--- src/rtl/cross_bar_dff_router_1xn.sv ---
// Credit-gated 1-to-N stream router: the header beat's low 16 bits are the packet cost,
// which is charged against the destination channel's credit before the packet is forwarded.
module cross_bar_dff_router_1xn #(
    parameter int MSEL_WIDTH  = 2,
    parameter int CHANNEL_NO  = 2**MSEL_WIDTH,
    parameter int DATA_WIDTH  = 32,
    parameter int CREDIT_INIT = 64
) (
    input  logic                  aclk,
    input  logic                  areset,
    input  logic [DATA_WIDTH-1:0] s_axis_tdata,
    input  logic [MSEL_WIDTH-1:0] s_axis_tdest,
    input  logic                  s_axis_tvalid,
    input  logic                  s_axis_tlast,
    output logic                  s_axis_tready,
    output logic [DATA_WIDTH-1:0] m_axis_tdata [CHANNEL_NO],
    output logic [CHANNEL_NO-1:0] m_axis_tvalid,
    output logic [CHANNEL_NO-1:0] m_axis_tlast,
    input  logic [CHANNEL_NO-1:0] m_axis_tready,
    input  logic [CHANNEL_NO-1:0] credit_return_valid,
    input  logic [DATA_WIDTH-1:0] credit_return_count [CHANNEL_NO],
    output logic [1:0]            dbg_state
);

    typedef enum logic [1:0] {
        IDLE   = 2'd0,
        ACTIVE = 2'd1
    } state_t;

    state_t                state;
    state_t                next_state;
    logic [MSEL_WIDTH-1:0] sel;
    logic [DATA_WIDTH-1:0] credit     [CHANNEL_NO];
    logic [DATA_WIDTH:0]   credit_sum [CHANNEL_NO];
    logic [DATA_WIDTH-1:0] cost;
    logic                  admit;
    logic                  accept;

    // Handshake: a beat transfers on a rising edge where valid and ready are both high.
    // In IDLE the header is held on the bus (ready low) until its cost fits; it is then
    // accepted as an ordinary beat once the router is ACTIVE.
    assign cost          = DATA_WIDTH'(s_axis_tdata[15:0]);
    assign admit         = (state == IDLE) && s_axis_tvalid && (credit[s_axis_tdest] >= cost);
    assign s_axis_tready = (state == ACTIVE) && (!m_axis_tvalid[sel] || m_axis_tready[sel]);
    assign accept        = s_axis_tvalid && s_axis_tready;
    assign dbg_state     = state;

    always_comb begin
        next_state = state;
        case (state)
            IDLE:    if (admit) next_state = ACTIVE;
            ACTIVE:  if (accept && s_axis_tlast) next_state = IDLE;
            default: next_state = IDLE;
        endcase
    end

    always_ff @(posedge aclk) begin
        if (areset) begin
            state <= IDLE;
            sel   <= '0;
        end else begin
            state <= next_state;
            if (state != IDLE && state != ACTIVE) sel <= '0;
            else if (admit) sel <= s_axis_tdest;
        end
    end

    // Deduction and return combine in one cycle; admission guarantees no underflow,
    // so only the upper end needs saturating.
    always_comb begin
        for (int i = 0; i < CHANNEL_NO; i++) begin
            credit_sum[i] = {1'b0, credit[i] - ((admit && s_axis_tdest == MSEL_WIDTH'(i)) ? cost : '0)}
                          + (credit_return_valid[i] ? {1'b0, credit_return_count[i]} : '0);
        end
    end

    always_ff @(posedge aclk) begin
        for (int i = 0; i < CHANNEL_NO; i++) begin
            if (areset) credit[i] <= DATA_WIDTH'(CREDIT_INIT);
            else if (credit_sum[i][DATA_WIDTH]) credit[i] <= '1;
            else credit[i] <= credit_sum[i][DATA_WIDTH-1:0];
        end
    end

    always_ff @(posedge aclk) begin
        for (int i = 0; i < CHANNEL_NO; i++) begin
            if (areset) begin
                m_axis_tvalid[i] <= 1'b0;
                m_axis_tlast[i]  <= 1'b0;
                m_axis_tdata[i]  <= '0;
            end else if (accept && sel == MSEL_WIDTH'(i)) begin
                m_axis_tvalid[i] <= 1'b1;
                m_axis_tlast[i]  <= s_axis_tlast;
                m_axis_tdata[i]  <= s_axis_tdata;
            end else if (m_axis_tready[i]) begin
                m_axis_tvalid[i] <= 1'b0;
            end
        end
    end

endmodule

--- config.mk ---
export PLATFORM = sky130hd
export DESIGN_NAME = cross_bar_dff_router_1xn
export DESIGN_NICKNAME = d
export VERILOG_FILES = /design/src/rtl/cross_bar_dff_router_1xn.sv
export SDC_FILE = /design/constraint.sdc
export NUM_CORES = 1
export LEC_CHECK = 0
export CAP_MARGIN = 10
export CORE_MARGIN = 5
export CORE_UTILIZATION = 45
export DETAILED_ROUTE_END_ITERATION = 12
export GPL_ROUTABILITY_DRIVEN = 0
export MAX_ROUTING_LAYER = met4
export PLACE_DENSITY = 0.78
export SETUP_SLACK_MARGIN = 0.05
export SLEW_MARGIN = 20
export SYNTH_ARGS = -nofsm -noshare
export SYNTH_HDL_FRONTEND = slang
export SYNTH_SLANG_ARGS = --single-unit
--- constraint.sdc ---
create_clock -name aclk -period 23.2 [get_ports aclk]
set_input_delay 3.48 -clock aclk [delete_from_list [all_inputs] [get_ports aclk]]
set_output_delay 3.48 -clock aclk [all_outputs]
set_load 0.01 [all_outputs]
==> flow_summary.yaml, run 1 <==
# synthesis and place-and-route metrics
power:
  total_power_mw: 2.99
  clkPwrFrac_pct: 16.5
  swShare_pct: 44.6
  pwr-share-comb_pct: 60.1
  leakagePower_nw: 10.8
  pwr-share-seq_pct: 23.4
floorplanning:
  num_io_pins: 313
  num_rows: 80
  nWellTaps: 615
synthesis:
  ys_sh_simple_pct: 21.3
  yosysMostFrequentCell: "nand2_1"
  area_leaders: "edfxtp_1 18%, dfxtp_1 13%, ha_1 12%"
  ys_ff: 267
  netlist_top_cells_count: "447 x nand2_1, 431 x a21oi_1, 208 x ha_1"
  yosys-stat-area_um2: 21900
  synthAdderAreaFrac_pct: 12.6
  synth_cells: 2691
  synth_seq_share_pct: 30.3
  yosys-mux-area-fraction_pct: 1.98
place:
  placed_cells: 3640
  placed_cell_area_um2: 25900
  hpwl_mm: 51.2
route:
  met1_length_mm: 28.5
  drc_errors: 0
  dr_wl_met3_mm: 5.22
  drt_iter0_drc: 1718
  wl_met2_mm: 31.0
global_route:
  grt_pass1_wl_mm: 105
  overflow: 0
  grt_pass1_vias: 19698
cts:
  clkSinkCount: 267
  clk_path_buf_depth: 3
  cts-root-buf: "clkbuf_16"
final_timing:
  setup_slack_ps: 10890
  report.final.slew_viol_count: 0
  fin_skew_ps: 26.0
  worstMarginPinSlew_ps: 1060
  rsz0062_at_grt: "false"
  holdWs_ps: 451
  min_period_ps: 12310
  hold_viol_final: 0
setup_path:
  r2r_start: "credit[3][19]$_DFFE_PP_"
  critPathMaxFanout: 23
  critPathLaunchType: "primary input"
  crit_buf_inv: 4
  worstSetupEndpointType: "flip-flop"
  critPathKind: "in2reg"
  arrival_ps: 12620
  critPathLaunch: "s_axis_tdest[0]"
finish:
  stdcell_area_um2: 26900
  largest_cell_class: "logic gates"
  final_util_pct: 56.2
  largestRegisters: "credit (128), m_axis_tdata (128)"
  syn_to_final_growth_pct: 23.0
  logic_area_um2: 14900
  comb-cell-share_pct: 55.5
worst_hold_path:
  min-delay-start: "m_axis_tdata[58]$_SDFFE_PP0P_"
run_status:
  outcome: "complete, no violations"
[run 1: worst reg2reg max path: cells and delay by family, from the launching register on]
| family | cells | cell delay [ps] |
|---|---|---|
| buf+inv | 2 | 570 |
| compound gates | 14 | 3330 |
| flops | 1 | 450 |
| xor+xnor | 1 | 170 |
| fa+ha+maj | 2 | 560 |
| simple gates | 11 | 3620 |
[run 1: final timing paths]
kind                                                      end  slack [ps]  cells after the start
worst max-delay path                  credit[1][23]$_DFFE_PP_       10890                     33
worst min-delay path            m_axis_tdata[58]$_SDFFE_PP0P_         450                      2
worst max register to register         credit[3][0]$_DFFE_PP_       14220                     30
worst min register to register  m_axis_tdata[58]$_SDFFE_PP0P_         450                      2
Figure 1. M2 wires (run 1).
(1.5 px per um)
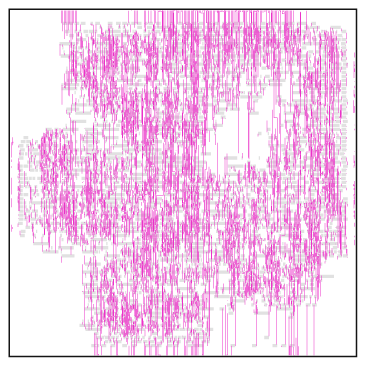
nets with wire on the layer = 2886
longest straight run = 58.6 um
wire length on this layer = 31.0 mm
share of all routed wire = 46%
drt total wl: 67.3 mm
GR Layer Usage met2: 40.1%
detailed-route via count: 20864

Figure 2. Ports around the boundary (run 1).
(2 px per um) Pins as bars across the die edge, other pins in grey.
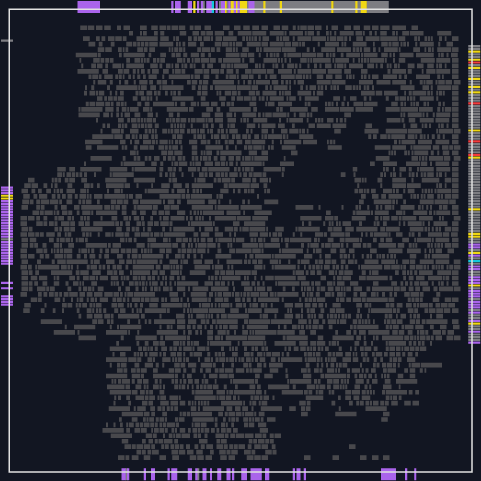
credit_return_count -> purple  # pins 128, direction input, edge 46 bottom, 32 top, 32 left, 18 right
m_axis_tvalid -> red  # pins 4, direction output, edge right
s_axis_tdata -> yellow  # pins 32, direction input, edge 16 top, 14 right, 2 left
dbg_state -> cyan  # pins 2, direction output, edge 1 right, 1 top
all pins by edge = 119 top, 110 right, 48 bottom, 36 left
die height: 231 um
port buffer count: 311
die extent in x: 231 um

Figure 3. Placement view (run 1).
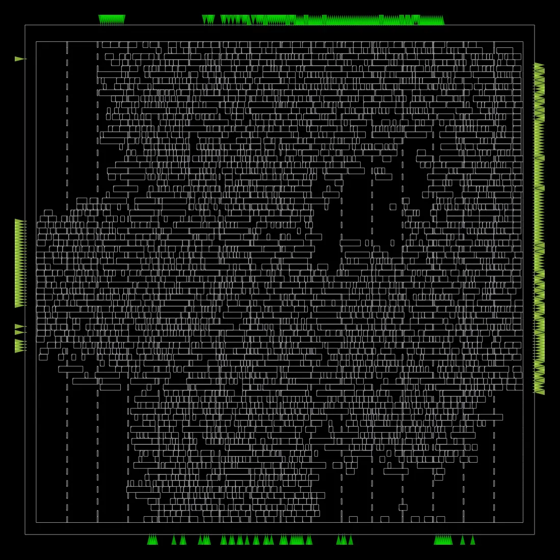
FF+latch count: 267
Fill cells: 4368
Core Region: 47900 um2
sequential cell area share: 24.6%
Cell Count, Final, Fillers Out: 3699

Figure 4. Routed metal, one colour a layer (run 1).
(1.5 px per um) Two of the layers only.
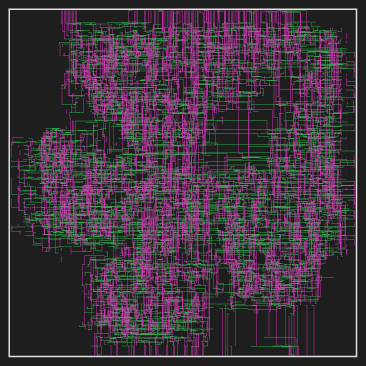
met1 -> green  # wire length 28.5 mm
met2 -> magenta  # wire length 31.0 mm
WL per Instance: 18.2 um
GRT Overall Usage: 24.7%

Figure 5. Zoomed window (run 1).
Window x 95 to 135, y 95 to 135 um. Cells in grey, sequential cells in the stronger grey; small squares are vias.
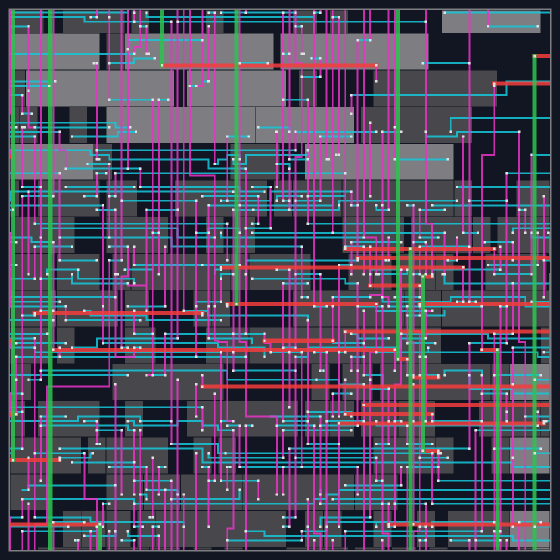

==> run 2, diff against run 1 <==
Settings changed: PLACE_DENSITY 0.78 to 0.81.
Clock period 23.2 ns to 10.9 ns, I/O delays scaled along.
Figure 6. Zoomed window (run 2).
Window x 95 to 135, y 95 to 135 um. Cells in grey, sequential cells in the stronger grey; small squares are vias.
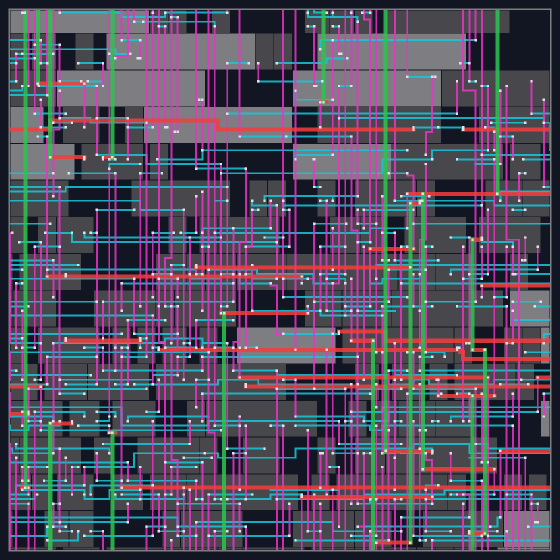
met3 -> red
met2 -> magenta
met4 -> green
met1 -> cyan
sequential cells in the window = 8
netlist names of flops here include = credit (6), sel (2)
most frequent = ha_1 (16), inv_1 (15), nand2_1 (12)
cells with their middle in the window = 119

Figure 7. Placement view (run 2).
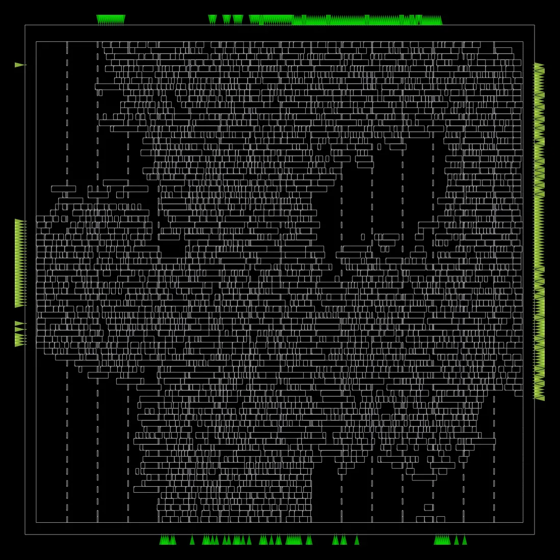
sequential cell area share: 24.4%
Cell Rows: 80
n_taps: 615
Cell Count, Final, Fillers Out: 3723

==> run 2 against run 1 <==
  * Routed wire length rose by 1.2%
  * Die area did not move
  * Combinational power rose by 110%
  * First-iteration DRC count rose by 15%
  * Via count rose by 1.9%
  * Non-clock buffer count rose by 15
  * Largest power group unchanged
==> flow_summary.yaml, run 2 <==
# synthesis and place-and-route metrics
worst_hold_path:
  min-delay-start: "m_axis_tdata[120]$_SDFFE_PP0P_"
setup_path:
  crit_buf_inv: 4
  critPathLaunch: "s_axis_tdest[1]"
  critPathMaxFanout: 16
  reg2reg_depth: 29
  ff2ff_setup_slack_ps: 2490
  arrival_ps: 10330
final_timing:
  report.final.slew_viol_count: 0
  rsz0062_at_grt: "false"
  holdWs_ps: 451
synthesis:
  area_leaders: "edfxtp_1 18%, dfxtp_1 13%, ha_1 12%"
  synth_cells: 2691
  ys_ff: 267
  yosys-mux-area-fraction_pct: 1.98
  synthAdderAreaFrac_pct: 12.6
  yosysMostFrequentCell: "nand2_1"
  ys_sh_simple_pct: 21.3
finish:
  syn_to_final_growth_pct: 24.3
  fillers: 4305
power:
  pwr-share-seq_pct: 23.0
  swShare_pct: 44.4
route:
  post_drt_wl_per_cell_um: 18.3
  vias: 21252
  wl_mm: 68.1
  drt_iter0_drc: 1969
  drc_errors: 0
floorplanning:
  die_w_um: 231
  coreArea_um2: 47900
  num_io_pins: 313
place:
  numPortBuffers: 311
  placed_cell_area_um2: 26000
  hpwl_mm: 51.4
run_status:
  outcome: "complete, no violations"
global_route:
  grt_pass1_wl_mm: 106
  grt_usage_pct: 25.0
  grt_use_met2_pct: 41.0
cts:
  clk_path_buf_depth: 3
==> run 2: cell counts after synthesis <==
No cell type changed its count.
==> run 2: cell type report <==
type,instances,share of cell area [%]
Clock buffer,47,3.65
Sequential cell,267,24.4
Multi-Input combinational cell,2346,54.9
Antenna cell,5,0.0460
Inverter,77,1.06
Timing Repair Buffer,350,12.6
Clock inverter,16,0.575
Tap cell,615,2.83
==> run 2: metrics by stage <==
stage,cells,util [%],power [mW]
floorplan,2818,-,4.36
global placement,3655,54.3,5.19
detailed placement,3655,54.3,5.24
CTS,3718,56.7,6.45
global route,3723,56.7,6.96
finish,3723,56.7,6.50
==> run 2: layer usage <==
layer  vias to the layer above  share of wire [%]
met5                         -                  0
met4                         0                4.6
met3                       209                8.0
met2                       961                 46
met1                      9810                 41
li1                      10272                  -
==> run 3, diff against run 2 <==
==> constraint.sdc (replaced) <==
create_clock -name aclk -period 10.9 [get_ports aclk]
set_input_delay 1.635 -clock aclk [delete_from_list [all_inputs] [get_ports aclk]]
set_output_delay 1.635 -clock aclk [all_outputs]
set_load 0.05 [all_outputs]
Figure 8. Placement view (run 3).
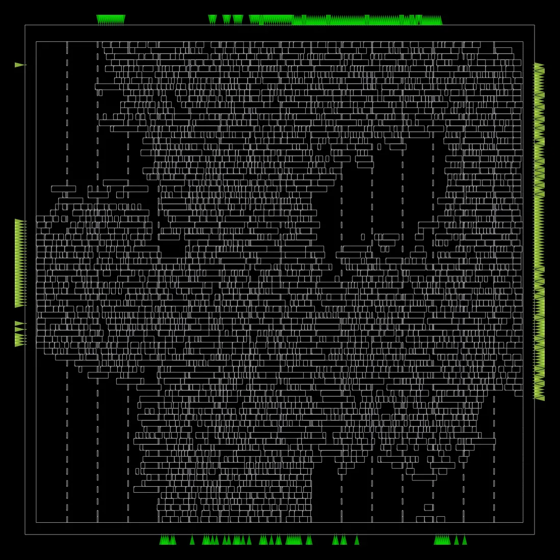
Final Util: 56.7%
Fill cells: 4305

Figure 9. Ports around the boundary (run 3).
(2 px per um) Pins as bars across the die edge, other pins in grey.
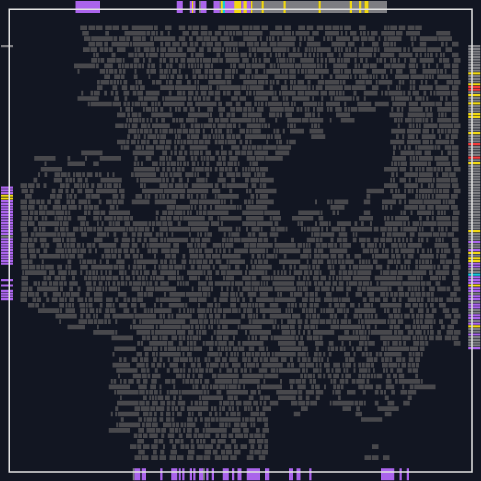
credit_return_count -> purple  # pins 128, direction input, edge 46 bottom, 32 top, 32 left, 18 right
m_axis_tvalid -> red  # pins 4, direction output, edge right
dbg_state -> cyan  # pins 2, direction output, edge 1 right, 1 top
s_axis_tdata -> yellow  # pins 32, direction input, edge 16 top, 14 right, 2 left
all pins by edge = 117 top, 112 right, 48 bottom, 36 left

==> run 3 against run 2 <==
  * Die area stayed put
  * First-iteration DRC count stayed put
  * Routed wire length stayed put
  * Flip-flop count stayed put
  * Setup slack stayed put
  * Clock power hardly changed
  * Register-to-register slack hardly changed
  * Total power is 0.51% higher
  * Via count stayed put
  * Sequential share of layout area stayed put
  * Synthesized cell count stayed put
  * Global-route usage stayed put
  * Critical path type unchanged
  * Largest power group unchanged
==> flow_summary.yaml, run 3 <==
# synthesis and place-and-route metrics
finish:
  comb_cells: 2346
  fin_nets: 3467
  comb-cell-share_pct: 54.9
  seq_area_um2: 6630
  largest_cell_class: "logic gates"
  buffers_excl_clock: 350
  lay_top_count: "nand2_1"
  clkbuf_count: 47
  largestRegisters: "credit (128), m_axis_tdata (128)"
  syn_to_final_growth_pct: 24.3
  layoutNonFillerInstCount: 3723
  layout_top_cells: "447 x nand2_1, 430 x a21oi_1, 310 x clkdlybuf4s50_1, 208 x ha_1, 139 x dfxtp_1"
  stdcell_area_um2: 27200
  n_all_inverters: 77
  nonClkBufAreaFrac_pct: 12.6
  logic_area_um2: 14900
  clk_share_pct: 4.22
  sh_seq_area_pct: 24.4
  num_antenna_cells: 5
  ff_count: 267
cts:
  htreeDepth: 2
  ctsResizeCount: 0
  clkSinkCount: 267
  cts-root-buf: "clkbuf_16"
  clk_path_buf_depth: 3
power:
  total_power_mw: 6.53
  leakagePower_nw: 10.9
synthesis:
  ys_ff: 267
  netlist_top_cells_count: "447 x nand2_1, 431 x a21oi_1, 208 x ha_1"
  area_leaders: "edfxtp_1 18%, dfxtp_1 13%, ha_1 12%"
  synth_seq_share_pct: 30.3
  synth_cells: 2691
  yosysMostFrequentCell: "nand2_1"
  syn_area_um2: 21900
  synth-edff-count: 128
  yosys-stat-area_um2: 21900
final_timing:
  hold_viol_final: 0
  max_freq_mhz: 99.4
  min_period_ps: 10060
  report.final.slew_viol_count: 0
  holdWs_ps: 451
  setup_slack_ps: 840
  fin_skew_ps: 23.9
  worstMarginPinSlew_ps: 1020
  setup-violations-final: 0
  fin_setup_tns_ps: 0
  rsz0062_at_grt: "false"
global_route:
  grt_usage_pct: 25.0
  grt_pass1_wl_mm: 106
  grt_use_met2_pct: 41.0
  met3_usage_pct: 3.82
  grt_antenna_before_repair: 5
  grt_pass1_vias: 19868
  grt_start_max_net_pins: 103
  overflow: 0
floorplanning:
  num_rows: 80
  nWellTaps: 615
  num_io_pins: 313
  die_y_um: 231
  die_w_um: 231
  coreArea_um2: 47900
place:
  hpwl_mm: 51.4
  numPortBuffers: 311
  place_ws_ps: 479
  placed_cells: 3655
  placed_cell_area_um2: 26000
route:
  drc_errors: 0
  postRouteAntennaNets: 0
  post_drt_wl_per_cell_um: 18.3
  wl_mm: 68.1
  vias: 21252
  drt_iter0_drc: 1969
setup_path:
  critPathMaxFanout: 16
  reg2reg_depth: 29
  critPathLaunchType: "primary input"
  r2r_start: "credit[0][25]$_DFFE_PP_"
  worstSetupEndpointType: "flip-flop"
  critPathKind: "in2reg"
  crit_end: "credit[2][31]$_SDFFCE_PN0P_"
  crit_buf_inv: 4
  worstReg2RegEnd: "credit[2][31]$_SDFFCE_PN0P_"
  critPathLaunch: "s_axis_tdest[1]"
  ff2ff_setup_slack_ps: 2490
  arrival_ps: 10330
  cp_num_cells: 34
worst_hold_path:
  min-delay-start: "m_axis_tdata[120]$_SDFFE_PP0P_"
  min_to: "m_axis_tdata[120]$_SDFFE_PP0P_"
  hold_depth: 2
run_status:
  outcome: "complete, no violations"
-- run 3: cell counts in the layout (fill, tap and decap cells not counted) --
Identical to the previous run, type by type.
-- run 3: cell families after synthesis --
logic type,after synthesis,share of synthesized area [%]
compound gates,787,21.5
xor+xnor,212,8.48
fa+ha+maj,216,12.6
buf+inv,205,3.82
flops,267,30.3
mux,22,1.98
other cells,2,0.0343
simple gates,980,21.3
-- run 3: layer usage --
layer / wire, um / part of all wire [%] / vias to the layer above
li1: - / - / 10272
met1: 27900 / 41 / 9810
met3: 5470 / 8.0 / 209
met2: 31600 / 46 / 961
met4: 3110 / 4.6 / 0
met5: 0 / 0 / -
-- run 3: power by group --
group          internal, mW  switching [mW]
Clock                 0.676           0.488
Sequential             1.31           0.185
Combinational          1.63            2.25
No activity file was given, so power comes from the tool's default toggle rates.
